Fig. 1: run 1, placement view
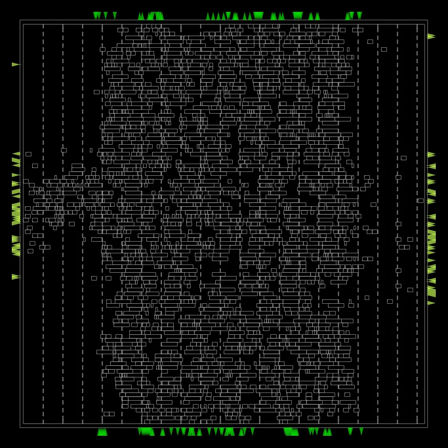
Fig. 2: run 1, met2 routing
Drawn at 1.5 px/um.
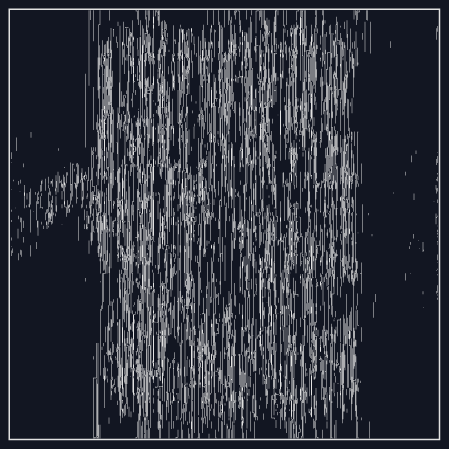
Fig. 3: run 1, signal wires by layer
Drawn at 1 px/um. Only two layers are drawn.
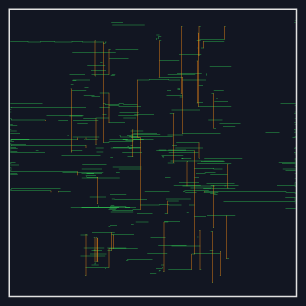
**src/rtl/fetch_pkg.sv**
```systemverilog
// Shared types and constants for the fetch queue: entry layout and deq_cnt encodings.
package fetch_pkg;

    localparam int unsigned PC_WIDTH    = 16;
    localparam int unsigned INSTR_WIDTH = 32;

    typedef struct packed {
        logic [PC_WIDTH-1:0]    pc;
        logic [INSTR_WIDTH-1:0] instr;
    } fetch_entry_t;

    typedef enum logic [1:0] {
        DEQ_NONE = 2'd0,
        DEQ_ONE  = 2'd1,
        DEQ_TWO  = 2'd2
    } deq_cnt_e;

    // Decode may only take two per cycle; the unused encoding 3 behaves as two.
    function automatic logic [1:0] clip_deq(input logic [1:0] req);
        return (req == 2'd3) ? 2'(DEQ_TWO) : req;
    endfunction

endpackage

```
**src/rtl/fetch_queue_if.sv**
```systemverilog
// Fetch/decode side bundle of the fetch queue; stats ports exist only with FETCHQ_STATS_EN.
interface fetch_queue_if
    import fetch_pkg::*;
#(
    parameter int unsigned DEPTH = 8
);
    localparam int unsigned CW = $clog2(DEPTH) + 1;

    logic                   flush;
    logic [1:0]             in_valid;
    logic [INSTR_WIDTH-1:0] in_instr1;
    logic [INSTR_WIDTH-1:0] in_instr2;
    logic [PC_WIDTH-1:0]    in_pc;
    logic                   pc_write;
    logic                   out_valid1;
    logic                   out_valid2;
    logic [INSTR_WIDTH-1:0] out_instr1;
    logic [INSTR_WIDTH-1:0] out_instr2;
    logic [PC_WIDTH-1:0]    out_pc1;
    logic [PC_WIDTH-1:0]    out_pc2;
    logic [1:0]             deq_cnt;
    logic [CW-1:0]          occupancy;
`ifdef FETCHQ_STATS_EN
    logic [15:0]            stall_cycles;
    logic [15:0]            flush_count;
`endif

    modport master (
        output flush, in_valid, in_instr1, in_instr2, in_pc, deq_cnt,
        input  pc_write, out_valid1, out_valid2, out_instr1, out_instr2,
               out_pc1, out_pc2, occupancy
`ifdef FETCHQ_STATS_EN
        , input stall_cycles, flush_count
`endif
    );

    modport slave (
        input  flush, in_valid, in_instr1, in_instr2, in_pc, deq_cnt,
        output pc_write, out_valid1, out_valid2, out_instr1, out_instr2,
               out_pc1, out_pc2, occupancy
`ifdef FETCHQ_STATS_EN
        , output stall_cycles, flush_count
`endif
    );

endinterface

```
**src/rtl/fetch_queue_ram.sv**
```systemverilog
// DEPTH-entry register array with two write ports and two asynchronous read ports.
module fetch_queue_ram
    import fetch_pkg::*;
#(
    parameter int unsigned DEPTH = 8
)
(
    input  logic                       clk,
    input  logic                       we0,
    input  logic [$clog2(DEPTH)-1:0]   waddr0,
    input  fetch_entry_t               wdata0,
    input  logic                       we1,
    input  logic [$clog2(DEPTH)-1:0]   waddr1,
    input  fetch_entry_t               wdata1,
    input  logic [$clog2(DEPTH)-1:0]   raddr0,
    output fetch_entry_t               rdata0,
    input  logic [$clog2(DEPTH)-1:0]   raddr1,
    output fetch_entry_t               rdata1
);

    fetch_entry_t mem [DEPTH];

    // Contents are don't-care until written, so no reset is applied.
    always_ff @(posedge clk) begin
        if (we0) mem[waddr0] <= wdata0;
        if (we1) mem[waddr1] <= wdata1;
    end

    assign rdata0 = mem[raddr0];
    assign rdata1 = mem[raddr1];

endmodule

```
**src/rtl/fetch_queue.sv**
```systemverilog
// Two-in/two-out instruction buffer between fetch and decode with flush on redirect.
// Optional FETCHQ_STATS_EN adds saturating stall_cycles and flush_count counters.
module fetch_queue
    import fetch_pkg::*;
#(
    parameter int unsigned DEPTH = 8
)
(
    input  logic            clk,
    input  logic            rst_n,
    fetch_queue_if.slave    bus
);

    localparam int unsigned PW = $clog2(DEPTH);
    localparam int unsigned CW = PW + 1;

    if (DEPTH < 4 || (DEPTH & (DEPTH - 1)) != 0) begin : g_bad_depth
        $error("fetch_queue: DEPTH must be a power of two and at least 4");
    end

    logic [PW-1:0] rd_ptr;
    logic [PW-1:0] wr_ptr;
    logic [CW-1:0] count;

    logic [1:0]    enq_n;
    logic [1:0]    deq_req;
    logic [1:0]    deq_n;
    logic          we0;
    logic          we1;
    fetch_entry_t  wdata0;
    fetch_entry_t  wdata1;
    fetch_entry_t  rdata0;
    fetch_entry_t  rdata1;

    // Uses pre-dequeue count so an accepted full bundle always has room.
    assign bus.pc_write = (count <= CW'(DEPTH - 2)) && !bus.flush;

    always_comb begin
        enq_n = '0;
        we0   = 1'b0;
        we1   = 1'b0;
        if (bus.pc_write) begin
            unique case (bus.in_valid)
                2'b01: begin
                    enq_n = 2'd1;
                    we0   = 1'b1;
                end
                2'b11: begin
                    enq_n = 2'd2;
                    we0   = 1'b1;
                    we1   = 1'b1;
                end
                default: ;
            endcase
        end
    end

    assign wdata0 = '{pc: bus.in_pc,         instr: bus.in_instr1};
    assign wdata1 = '{pc: bus.in_pc + 1'b1,  instr: bus.in_instr2};

    assign deq_req = clip_deq(bus.deq_cnt);
    assign deq_n   = (CW'(deq_req) > count) ? count[1:0] : deq_req;

    always_ff @(posedge clk or negedge rst_n) begin
        if (!rst_n) begin
            rd_ptr <= '0;
            wr_ptr <= '0;
            count  <= '0;
        end else if (bus.flush) begin
            rd_ptr <= '0;
            wr_ptr <= '0;
            count  <= '0;
        end else begin
            rd_ptr <= rd_ptr + PW'(deq_n);
            wr_ptr <= wr_ptr + PW'(enq_n);
            count  <= count + CW'(enq_n) - CW'(deq_n);
        end
    end

    fetch_queue_ram #(
        .DEPTH (DEPTH)
    ) u_ram (
        .clk    (clk),
        .we0    (we0),
        .waddr0 (wr_ptr),
        .wdata0 (wdata0),
        .we1    (we1),
        .waddr1 (wr_ptr + 1'b1),
        .wdata1 (wdata1),
        .raddr0 (rd_ptr),
        .rdata0 (rdata0),
        .raddr1 (rd_ptr + 1'b1),
        .rdata1 (rdata1)
    );

    assign bus.occupancy  = count;
    assign bus.out_valid1 = (count != '0);
    assign bus.out_valid2 = (count >= CW'(2));
    assign bus.out_instr1 = bus.out_valid1 ? rdata0.instr : '0;
    assign bus.out_pc1    = bus.out_valid1 ? rdata0.pc    : '0;
    assign bus.out_instr2 = bus.out_valid2 ? rdata1.instr : '0;
    assign bus.out_pc2    = bus.out_valid2 ? rdata1.pc    : '0;

`ifdef FETCHQ_STATS_EN
    logic [15:0] stall_cycles;
    logic [15:0] flush_count;

    always_ff @(posedge clk or negedge rst_n) begin
        if (!rst_n) begin
            stall_cycles <= '0;
            flush_count  <= '0;
        end else begin
            if (!bus.pc_write && !bus.flush && stall_cycles != '1)
                stall_cycles <= stall_cycles + 16'd1;
            if (bus.flush && flush_count != '1)
                flush_count <= flush_count + 16'd1;
        end
    end

    assign bus.stall_cycles = stall_cycles;
    assign bus.flush_count  = flush_count;
`endif

    a_no_upper_only: assert property (
        @(posedge clk) disable iff (!rst_n) bus.in_valid != 2'b10
    ) else $error("fetch_queue: in_valid=2'b10 is not a legal bundle");

endmodule

```
**src/flat_wrapper.sv**
```systemverilog
// flat-port wrapper written by rule: the top's interface ports become plain ports
module fetch_queue_flat import fetch_pkg::*;
#(
    parameter int unsigned DEPTH = 8
)
  (clk, rst_n, bus_flush, bus_in_valid, bus_in_instr1, bus_in_instr2, bus_in_pc, bus_deq_cnt, bus_pc_write, bus_out_valid1, bus_out_valid2, bus_out_instr1, bus_out_instr2, bus_out_pc1, bus_out_pc2, bus_occupancy);
  fetch_queue_if #(.DEPTH(DEPTH)) bus_i ();
  input  logic clk;
  input  logic rst_n;
  input wire logic [$bits(bus_i.flush)-1:0] bus_flush;
  input wire logic [$bits(bus_i.in_valid)-1:0] bus_in_valid;
  input wire logic [$bits(bus_i.in_instr1)-1:0] bus_in_instr1;
  input wire logic [$bits(bus_i.in_instr2)-1:0] bus_in_instr2;
  input wire logic [$bits(bus_i.in_pc)-1:0] bus_in_pc;
  input wire logic [$bits(bus_i.deq_cnt)-1:0] bus_deq_cnt;
  output wire logic [$bits(bus_i.pc_write)-1:0] bus_pc_write;
  output wire logic [$bits(bus_i.out_valid1)-1:0] bus_out_valid1;
  output wire logic [$bits(bus_i.out_valid2)-1:0] bus_out_valid2;
  output wire logic [$bits(bus_i.out_instr1)-1:0] bus_out_instr1;
  output wire logic [$bits(bus_i.out_instr2)-1:0] bus_out_instr2;
  output wire logic [$bits(bus_i.out_pc1)-1:0] bus_out_pc1;
  output wire logic [$bits(bus_i.out_pc2)-1:0] bus_out_pc2;
  output wire logic [$bits(bus_i.occupancy)-1:0] bus_occupancy;
  assign bus_i.flush = bus_flush;
  assign bus_i.in_valid = bus_in_valid;
  assign bus_i.in_instr1 = bus_in_instr1;
  assign bus_i.in_instr2 = bus_in_instr2;
  assign bus_i.in_pc = bus_in_pc;
  assign bus_i.deq_cnt = bus_deq_cnt;
  assign bus_pc_write = bus_i.pc_write;
  assign bus_out_valid1 = bus_i.out_valid1;
  assign bus_out_valid2 = bus_i.out_valid2;
  assign bus_out_instr1 = bus_i.out_instr1;
  assign bus_out_instr2 = bus_i.out_instr2;
  assign bus_out_pc1 = bus_i.out_pc1;
  assign bus_out_pc2 = bus_i.out_pc2;
  assign bus_occupancy = bus_i.occupancy;
  fetch_queue #(.DEPTH(DEPTH)) u_core (.clk(clk), .rst_n(rst_n), .bus(bus_i));
endmodule
```
**config.mk**
```make
export PLATFORM = sky130hd
export DESIGN_NAME = fetch_queue_flat
export DESIGN_NICKNAME = d
export VERILOG_FILES = /design/src/rtl/fetch_pkg.sv /design/src/rtl/fetch_queue_if.sv /design/src/rtl/fetch_queue_ram.sv /design/src/rtl/fetch_queue.sv /design/src/flat_wrapper.sv
export SDC_FILE = /design/constraint.sdc
export NUM_CORES = 1
export LEC_CHECK = 0
export ABC_CLOCK_PERIOD_IN_PS = 10200
export CAP_MARGIN = 20
export CORE_MARGIN = 2
export CORE_UTILIZATION = 30
export CTS_BUF_LIST = sky130_fd_sc_hd__clkbuf_16
export DETAILED_ROUTE_END_ITERATION = 8
export PLACE_DENSITY = 0.56
export SYNTH_ARGS = -nofsm -noshare
export SYNTH_HDL_FRONTEND = slang
export SYNTH_SLANG_ARGS = --single-unit
```
**constraint.sdc**
```tcl
create_clock -name clk -period 10.2 [get_ports clk]
set_input_delay 1.53 -clock clk [delete_from_list [all_inputs] [get_ports clk]]
set_output_delay 1.53 -clock clk [all_outputs]
set_load 0.01 [all_outputs]
```
==> results.rst, run 1 <==
Metrics
=======

.. list-table::
   :header-rows: 1

   * - Metric
     - Value
   * - Result of the run
     - complete, no violations
   * - Synthesis warning total
     - 0
   * - Clock-pin slew of the registers on the worst-case setup and hold paths
     - 60 ps
   * - Total congestion overflow
     - 0
   * - Fmax achieved
     - approximately 150 MHz
   * - Worst hold endpoint
     - u_core.wr_ptr[2]
   * - GRT busiest layer
     - met2
   * - Buffer type at the clock tree root
     - sky130_fd_sc_hd__clkbuf_16
   * - Post-Syn Area
     - 0.0238 mm2
   * - Die width
     - 286 um
   * - Unrepaired setup endpoints after global routing
     - no
   * - Combinational-cell power consumption
     - 3550 uW
   * - Pre-CTS WS
     - 4130 ps
   * - Switching Share
     - 37.2%
   * - Library cells used by synthesis
     - 49
   * - Routing usage on met3
     - 3.18%
   * - Number of nets in the synthesized netlist
     - 1869
   * - DRT antenna net count
     - 0
   * - Final count of hold timing violations
     - 0
   * - Critical path fanouts, max
     - 33
   * - Cell family with most CP delay
     - buffers and inverters
   * - Critical Path Stages
     - 7
   * - Switching component of the power
     - 2660 uW
   * - Startpoint of the lowest-slack register-to-register path
     - u_core.bus.occupancy[3]
   * - Die area
     - between 0.08 and 0.09 mm2
   * - Total half-perimeter wirelength after legalization and detailed placement
     - 42.8 mm
   * - Static leakage
     - 0.00911 uW
   * - Yosys Chip Area
     - 0.0238 mm2
   * - Fraction of met1 tracks used by global routing
     - 24.4%
   * - Register area
     - 0.0118 mm2
   * - TritonCTS clock tree
     - done
   * - Inst Count DP
     - between 2k and 3k
   * - Initial detailed-routing violation count
     - 987
   * - Total GRT Usage
     - 18.5%
   * - Met3 wirelength from detailed routing
     - around 4.3 mm
   * - Signal arrival time at the worst endpoint
     - 5130 ps
   * - Commonest non-fill, non-tap cell in the layout
     - sky130_fd_sc_hd__edfxtp_1
   * - Number of clock sinks
     - 394
   * - Worst hold path class
     - reg2reg
   * - Power Sequential
     - approximately 2000 uW
   * - Worst reg2reg setup slack
     - 6530 ps
   * - P_clk
     - 1630 uW
   * - Count of input and output buffers
     - 189
   * - Layout Utilization
     - ~36%
   * - Count of cells along the worst register-to-register path
     - 8
   * - Proportion of power drawn by the clock network
     - between 20% and 30%
   * - Number of buffers and inverters on the critical path
     - 2
   * - Cells in synth_stat.txt
     - 1764
   * - Dominant power group
     - combinational cells
   * - Required @ worst endpoint
     - 8670 ps
   * - Count of state elements after synthesis
     - 394
   * - Min Tclk post-route
     - 6660 ps
   * - Post-CTS setup buffer count
     - 0
   * - Post-route fraction of the period consumed by the critical path
     - 65.3%
   * - Longest Clk Path Bufs
     - 3
   * - Reported max-cap violation count
     - 0
   * - Uppermost layer routed
     - met5
   * - Via-to-Cell Ratio
     - 5.38
   * - Pre-placement core utilization
     - 30.2%
   * - Die Ht
     - 286 um
   * - Average wire length per cell after detail routing
     - between 20 and 30 um
   * - Post-synth EDFFs
     - 384
   * - Initial antenna violation count
     - 9
   * - Final worst-path setup slack
     - 3540 ps
   * - Post-route cell area
     - 0.0283 mm2
   * - Number of detailed-route iterations in the first pass
     - 5
   * - Count of warning messages emitted by the tools
     - 30
   * - Area grow syn2layout
     - 18.6%
   * - Clock latency reported for the late side of the worst-skew pair
     - ~570 ps
   * - Number of hold buffers added after CTS
     - 0
   * - Reg2Reg Capture Point
     - u_core.u_ram.mem[4][29]
   * - Pwr Total
     - 7160 uW
   * - Share of power burned in registers
     - 27.7%
## Picture notes: Fig. 1
# fillers: 7617
number of tapcells: 1050
total number of placement rows: 103
Finished Layout Cells: 2964
seq_cells: 394

## Picture notes: Fig. 2
The longest straight run is 85.7 um. The layer holds 49% of the routed length.
via count: 16.0k
wire length reported by the detailed router: 76.4 mm
M2 GR Usage: 31.4%

## Picture notes: Fig. 3
Key: green = met3 [wire length 4290 um]; orange = met4 [wire length 1500 um]

[run 1: sequential cells by signal, summed over array words and instances, names as in the netlist]
register              flops
u_core.bus.occupancy      4
u_core.rd_ptr             3
u_core.u_ram.mem        384
u_core.wr_ptr             3
[run 1: synth_stat cells (all sizes together), types with 2 or more instances]
master | n | area share (%)
a31o | 2 | 0.074
mux2i | 97 | 4.1
nand2b | 3 | 0.079
nand2 | 110 | 1.7
o22ai | 53 | 1.4
xor2 | 118 | 4.3
nand4 | 7 | 0.18
mux4 | 96 | 9.1
dfrtp | 10 | 1.0
clkbuf | 72 | 1.1
edfxtp | 384 | 48
nor2b | 55 | 1.4
nor2 | 72 | 1.3
fa | 4 | 0.34
ha | 14 | 0.73
a211o | 2 | 0.074
nand4b | 2 | 0.074
o21ai | 5 | 0.15
and2 | 2 | 0.052
nand3 | 3 | 0.063
nor4 | 15 | 0.39
a2111oi | 48 | 1.8
buf | 89 | 2.2
and3 | 5 | 0.13
a211oi | 50 | 1.6
xnor2 | 8 | 0.29
mux2 | 327 | 15
inv | 10 | 0.16
nor3 | 88 | 1.8
a21o | 3 | 0.094
[run 1: logic make-up (layout without fill, tap and decap cells)]
kind of cell,after synthesis,in the layout,synth area share [%]
other,0,1,0
buffers and inverters,171,320,3.49
multiplexers,520,520,28.6
adder cells (fa/ha/maj),18,18,1.07
flip-flops,394,394,49.4
AND/OR/NAND/NOR,369,369,7.55
XOR/XNOR,126,126,4.63
AND-OR/OR-AND,166,166,5.23
[run 1: layout make-up]
class                   instances  share of cell area, %
clock inverters                30                   1.03
inverters                      10                  0.133
multi-input cells            1199                   40.3
diodes                          1                0.00885
repair buffers                234                   8.12
flip-flops and latches        394                   41.7
clock buffers                  46                   4.07
well taps                    1050                   4.65
--- run 2 (diff from run 1) ---
--- a/config.mk
+++ b/config.mk
@@ -5,7 +5,7 @@
 export SDC_FILE = /design/constraint.sdc
 export NUM_CORES = 1
 export LEC_CHECK = 0
-export ABC_CLOCK_PERIOD_IN_PS = 10200
+export ABC_CLOCK_PERIOD_IN_PS = 6650
 export CAP_MARGIN = 20
 export CORE_MARGIN = 2
 export CORE_UTILIZATION = 30
==> constraint.sdc (replaced) <==
create_clock -name clk -period 6.65 [get_ports clk]
set_input_delay 0.9975 -clock clk [delete_from_list [all_inputs] [get_ports clk]]
set_output_delay 0.9975 -clock clk [all_outputs]
set_load 0.01 [all_outputs]
==> run 2 against run 1 <==
Via count is 0.61% higher. Non-clock buffer count is 13 higher. Synthesized area stayed put. Power is 54% higher. First-iteration DRC count is 26% higher. Critical path type unchanged. Critical endpoint unchanged. Highest routed layer unchanged.
==> results.rst, run 2 <==
Metrics
=======

.. list-table::
   :header-rows: 1

   * - Metric
     - Value
   * - Result of the run
     - complete, no violations
   * - Leading cell type by number of instances after synthesis
     - sky130_fd_sc_hd__edfxtp_1
   * - Commonest non-fill, non-tap cell in the layout
     - sky130_fd_sc_hd__edfxtp_1
   * - Area leader, netlist
     - sky130_fd_sc_hd__edfxtp_1
   * - Signal arrival time at the worst endpoint
     - 4780 ps (-350 ps)
   * - Via-to-Cell Ratio
     - 5.37 (-0.19%)
   * - Final count of hold timing violations
     - 0 (unchanged)
   * - DRT antenna net count
     - 0 (unchanged)
   * - Reg2Reg Capture Point
     - u_core.u_ram.mem[7][3]
   * - Cell types with the highest counts after synthesis
     - sky130_fd_sc_hd__edfxtp_1, sky130_fd_sc_hd__mux2_2, sky130_fd_sc_hd__xor2_1
   * - Register area
     - 0.0118 mm2 (unchanged)
   * - Library cells used by synthesis
     - 49 (unchanged)
   * - TritonCTS clock tree
     - done
   * - Critical path fanouts, max
     - 25 (-24%)
   * - Adder-cell area share of the yosys netlist
     - 1.07% (unchanged)
   * - Post-route fraction of the period consumed by the critical path
     - approximately 87%
   * - Synthesis warning total
     - 0 (unchanged)
   * - Synth Area in XOR/XNOR
     - 4.63% (unchanged)
   * - Initial detailed-routing violation count
     - 1248 (+26%)
   * - Buffer type at the clock tree root
     - sky130_fd_sc_hd__clkbuf_16
   * - Fmax achieved
     - 173 MHz
   * - Static leakage
     - 0.00916 uW (+0.60%)
   * - Total half-perimeter wirelength after legalization and detailed placement
     - 45.8 mm (+6.9%)
   * - Worst hold path class
     - reg2reg
   * - Number of nets in the synthesized netlist
     - 1869 (unchanged)
   * - Required @ worst endpoint
     - 5650 ps (-3020 ps)
   * - Yosys Chip Area
     - 0.0238 mm2 (unchanged)
   * - Min Tclk post-route
     - about 5800 ps
   * - Clock latency reported for the late side of the worst-skew pair
     - 590 ps (+20 ps)
   * - Worst reg2reg setup slack
     - 3070 ps (-3460 ps)
   * - Post-Syn Area
     - 0.0238 mm2 (unchanged)
   * - Max FFs per register
     - 384 (unchanged)
   * - Largest reg by FF count
     - u_core.u_ram.mem
   * - Total number of placement rows
     - 103 (unchanged)
   * - Mux contribution to synthesized area
     - 28.6% (unchanged)
   * - Reported max-cap violation count
     - 0 (unchanged)
   * - And+or+nand+nor area frac
     - 7.55% (unchanged)
   * - AND-OR/OR-AND share of the synthesized area
     - 5.23% (unchanged)
   * - Count of cells along the worst register-to-register path
     - 5 (-3)
   * - Count of input and output buffers
     - 189 (unchanged)
   * - Post-synth EDFFs
     - 384 (unchanged)
   * - Total congestion overflow
     - 0 (unchanged)
   * - Area grow syn2layout
     - 19.1%
   * - Initial antenna violation count
     - 7 (-2)
   * - Clock-pin slew of the registers on the worst-case setup and hold paths
     - 60 ps (about the same)
   * - Count of warning messages emitted by the tools
     - 28 (-6.7%)
   * - Longest Clk Path Bufs
     - 3 (unchanged)
run 2: per-layer routing:
metal	GRT usage [%]	up-vias	routed length (um)
li1	-	7152	-
met1	25.1	8252	33700
met2	31.9	522	38400
met3	3.20	111	4550
met4	4.48	12	1490
met5	0	-	62
run 2: cell type report:
type                    count  area share (%)
clock inverters            39           0.979
repair buffers            247            8.44
inverters                  10           0.132
diodes                      2          0.0176
clock buffers              47            4.14
flip-flops and latches    394            41.6
multi-input cells        1199            40.1
well taps                1050            4.63
run 2: worst min path at each step:
| stage | start | end | slack, ps | depth (start not counted) |
|---|---|---|---|---|
| after floorplan | u_core.wr_ptr[2] | u_core.wr_ptr[2] | 550 | 2 |
| after global placement | u_core.wr_ptr[2] | u_core.wr_ptr[2] | 590 | 2 |
| after detailed placement | u_core.wr_ptr[2] | u_core.wr_ptr[2] | 630 | 2 |
| after CTS | u_core.wr_ptr[2] | u_core.wr_ptr[2] | 640 | 2 |
| after global routing | u_core.wr_ptr[2] | u_core.wr_ptr[2] | 680 | 2 |
| final | u_core.wr_ptr[2] | u_core.wr_ptr[2] | 650 | 2 |
run 2: stage by stage:
stage               hold slack (ps)  setup slack, ps  area, um2  power (uW)  util [%]
finish                          648              870      28400       11000      36.0
global route                    678              650      28400       11500      36.0
CTS                             641              870      28400       11100      36.0
detailed placement              626             1500      26900        8620      34.1
global placement                592             1460      26900        8570      34.1
floorplan                       554             1090      23800        6120         -
run 2: critical path: cells and delay by family (launching register included):
family / cells / cell delay (ps)
AOI/OAI and AO/OA: 2 / 950
buffers and inverters: 3 / 1370
and+or+nand+nor: 1 / 690
adders and majority gates: 1 / 260
xor gates and xnor gates: 1 / 230
DFF: 1 / 690
run 2: report_power, final:
part	internal (uW)	switching (uW)
logic	2580	3010
registers	2860	99.1
clock network	1430	1050
total	6880	4160
Fig. 4: run 2, placement view
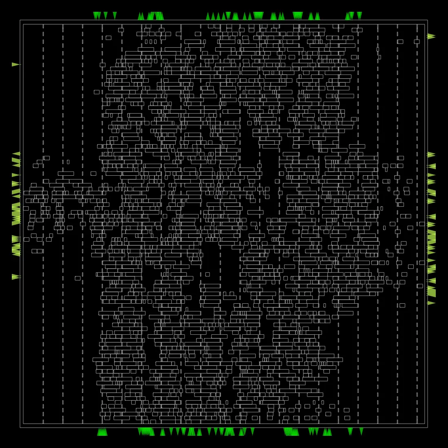
# fillers: 7553
Finished Layout Cells: 2988
flop share of the area: 41.6%

Fig. 5: run 2, signal wires by layer
Drawn at 1 px/um. Only two layers are drawn.
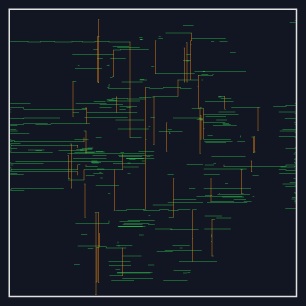
Key: green = met3 [wire length 4550 um]; orange = met4 [wire length 1490 um]
average wire length per cell after detail routing: 26.2 um
via count: 16.0k
wire length reported by the detailed router: 78.3 mm
Total GRT Usage: 18.8%

Power is estimated from default activity; no workload was simulated.
